$ cat src/rtl/adder8_pkg.sv
// adder8_pkg: shared width, word and result types for the registered adder.
// Optional feature macro used by this slice: ADDER8_OVERFLOW_EN (adds ovf output).
package adder8_pkg;

    localparam int ADDER_WIDTH = 8;

    typedef logic [ADDER_WIDTH-1:0] word_t;

    typedef struct packed {
        logic  cout;
        word_t sum;
    } add_result_t;

endpackage : adder8_pkg

$ cat src/rtl/adder8_reg_fa_cell.sv
// fa_cell: 1-bit full adder, purely combinational link of the ripple chain.
module fa_cell (
    input  logic cin,
    input  logic a,
    input  logic b,
    output logic cout,
    output logic sum
);

    logic w_prop;

    // Propagate/generate form of the full adder
    always_comb begin
        w_prop = a ^ b;
        sum    = w_prop ^ cin;
        cout   = (a & b) | (cin & w_prop);
    end

endmodule : fa_cell

$ cat src/rtl/adder8_reg.sv
// adder8_reg: ripple-carry adder (chain of fa_cell) with a registered result
// and valid flag. Build macro ADDER8_OVERFLOW_EN adds a registered signed
// overflow flag (ovf); the default build omits it entirely.
module adder8_reg
    import adder8_pkg::*;
#(
    parameter int WIDTH = ADDER_WIDTH
) (
    input  logic             clk,
    input  logic             rst_n,
    input  logic             in_valid,
    input  logic             cin,
    input  logic [WIDTH-1:0] a,
    input  logic [WIDTH-1:0] b,
    output logic [WIDTH-1:0] sum,
    output logic             cout,
`ifdef ADDER8_OVERFLOW_EN
    output logic             ovf,
`endif
    output logic             out_valid
);

    // w_carry[i] is the carry into cell i; w_carry[WIDTH] is the final carry out
    logic [WIDTH:0]   w_carry;
    logic [WIDTH-1:0] w_sum;

    logic [WIDTH-1:0] r_sum;
    logic             r_cout;
    logic             r_valid;

    assign w_carry[0] = cin;

    genvar gi;
    generate
        for (gi = 0; gi < WIDTH; gi++) begin : g_chain
            fa_cell u_fa (
                .cin  (w_carry[gi]),
                .a    (a[gi]),
                .b    (b[gi]),
                .cout (w_carry[gi+1]),
                .sum  (w_sum[gi])
            );
        end
    endgenerate

    // Result register: load only on accepted input so idle-cycle inputs
    // (including X) never reach the outputs
    always_ff @(posedge clk or negedge rst_n) begin
        if (!rst_n) begin
            r_sum  <= '0;
            r_cout <= 1'b0;
        end else if (in_valid) begin
            r_sum  <= w_sum;
            r_cout <= w_carry[WIDTH];
        end
    end

    // Valid flag follows in_valid with one cycle of latency
    always_ff @(posedge clk or negedge rst_n) begin
        if (!rst_n) begin
            r_valid <= 1'b0;
        end else begin
            r_valid <= in_valid;
        end
    end

`ifdef ADDER8_OVERFLOW_EN
    logic r_ovf;

    // Two's-complement overflow: carry into MSB differs from carry out of MSB
    always_ff @(posedge clk or negedge rst_n) begin
        if (!rst_n) begin
            r_ovf <= 1'b0;
        end else if (in_valid) begin
            r_ovf <= w_carry[WIDTH] ^ w_carry[WIDTH-1];
        end
    end

    assign ovf = r_ovf;
`endif

    assign sum       = r_sum;
    assign cout      = r_cout;
    assign out_valid = r_valid;

endmodule : adder8_reg

$ cat config.mk
export PLATFORM = sky130hd
export DESIGN_NAME = adder8_reg
export DESIGN_NICKNAME = d
export VERILOG_FILES = /design/src/rtl/adder8_pkg.sv /design/src/rtl/adder8_reg_fa_cell.sv /design/src/rtl/adder8_reg.sv
export SDC_FILE = /design/constraint.sdc
export NUM_CORES = 1
export LEC_CHECK = 0
export ABC_AREA = 1
export CAP_MARGIN = 20
export CORE_UTILIZATION = 39
export CTS_BUF_LIST = sky130_fd_sc_hd__clkbuf_2 sky130_fd_sc_hd__clkbuf_4 sky130_fd_sc_hd__clkbuf_8
export CTS_CLUSTER_SIZE = 16
export DETAILED_ROUTE_END_ITERATION = 7
export PLACE_DENSITY = 0.79
export SETUP_SLACK_MARGIN = 0.15
export SYNTH_ARGS = -nofsm -noshare
export SYNTH_HDL_FRONTEND = slang
export SYNTH_SLANG_ARGS = --single-unit
$ cat constraint.sdc
create_clock -name clk -period 1.1 [get_ports clk]
set_clock_uncertainty 0.2 [all_clocks]
set_input_delay 0.33 -clock clk [delete_from_list [all_inputs] [get_ports clk]]
set_output_delay 0.33 -clock clk [all_outputs]
set_load 0.1 [all_outputs]
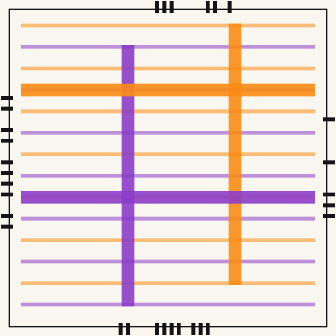
(PDN straps and rails)
Pins as bars on the die edge.
orange -> VDD
purple -> VSS
met4 straps = 2
met1 rails = 14
Die Ht: 40.0 um
Die Wd: 40.0 um
Core Footprint: 1320 sq um
Peak VDD IR: 1.37 mV

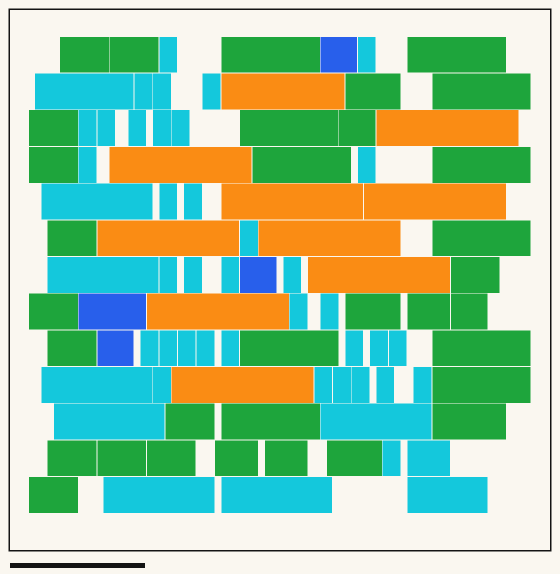
(cell classes on the final placement)
Scale bar: 10 um.
cyan -> remaining logic cells  # cells 46, share of their area 31%
blue -> clock drivers and dummy loads  # cells 4, share of their area 3.3%
orange -> registers  # cells 10, share of their area 26%
green -> remaining buffers and delay cells  # cells 33, share of their area 40%
flop share of the area: 25.4%
Std-Cell Rows: 13
Final Cell Area: 1120 sq um
Final Util: 84.8%

==> results.cfg <==
; synthesis and place-and-route metrics
[worst_setup_path]
critPathSlowestCell = fa_1
cp-start-kind = input pin

[cts]
cts_buffers = 3
cts_root_buffer = clkbuf_4
cts.reportedPaths.clkPinSlew_ns = 0.07
cts_max_level = 1

[sta]
final.setup.worst_slack_ns = -2.30
grt_setup_unrepaired = yes
worstMarginPinSlew_ns = 0.147
hold_ws_ns = 0.180
setup_viol = 19
hold_violations = 0
fin_crit_ns = 3.40

[run_status]
status = finished with violations
violations = negative setup slack

[job]
warnings = 29

[final_layout]
nets = 122
nClkBuffers = 4
fillers = 70
final-nonclk-buf-share_pct = 39.4
final-comb-area_sq_um = 279
drive_gt1_share_pct = 46.2
largestClassByArea = buffers
flop_area_sq_um = 284

[logic_synthesis]
ys_warn_count = 0

[floorplanning]
fp_util_pct = 42.8

[pwr]
p_per_area_nw_per_um2 = 1640

[global_route]
met3_usage_pct = 5.56

[min_path]
hold_path.class = in2async

[routing]
vias = 478
## worst reg2reg max path, cell delays in order, from the launching register on
cell and delay (ns):
dfrtp_4 0.49, buf_4 0.14, nand2_1 0.06, nand2_1 0.05
## Yosys cell counts (all sizes together)
| master | number | share of area (%) |
|---|---|---|
| dfrtp | 10 | 44 |
| nand2 | 27 | 18 |
| fa | 8 | 28 |
| buf | 1 | 2.0 |
| inv | 11 | 7.3 |
## metrics by stage
step	TNS, ns	std cells	area [sq um]
final	-14.79	108	1120
after global routing	-15.47	108	1120
after CTS	-15.18	108	1120
after detailed placement	-19.11	102	1060
after global placement	-18.87	102	1060
after floorplan	-12.70	57	633
## worst paths after layout
check                         start   endpoint  slack (ns)  cells after the start
max                            a[0]     sum[7]       -2.30                     15
min                           rst_n     sum[0]        0.18                      2
max reg2reg                  sum[2]     sum[2]        0.05                      3
min reg2reg                    cout       cout        0.36                      2
max in group asynchronous     rst_n     sum[3]        0.39                      2
min in group clk           in_valid  out_valid        0.31                      2
## power groups by stage
stage | Sequential, W | Clock, W | Combinational (W)
after floorplan | 0.000942 | 0 | 0.000130
after global placement | 0.000531 | 0 | 0.000941
after detailed placement | 0.000538 | 0 | 0.000952
after CTS | 0.000528 | 0.000341 | 0.000978
after global routing | 0.000532 | 0.000358 | 0.00102
final | 0.000526 | 0.000338 | 0.000968
## registers in the layout, summed over array words and instances (netlist names)
signal and flops:
sum 8, cout 1, out_valid 1
## timing repair
action                                  4_1_cts  5_1_grt
pin swaps                                    16       13
buffers inserted                              2        0
endpoints found under the hold margin         0        0
endpoints found under the setup margin       20       19
resized                                      21        0
## cell families after synthesis
kind of cell / Yosys count / share of synthesized area (%)
flip-flops: 10 / 44.3
adder cells (fa/ha/maj): 8 / 28.4
AND/OR/NAND/NOR: 27 / 18.0
buffers and inverters: 12 / 9.31
Power and IR drop assume default switching activity.
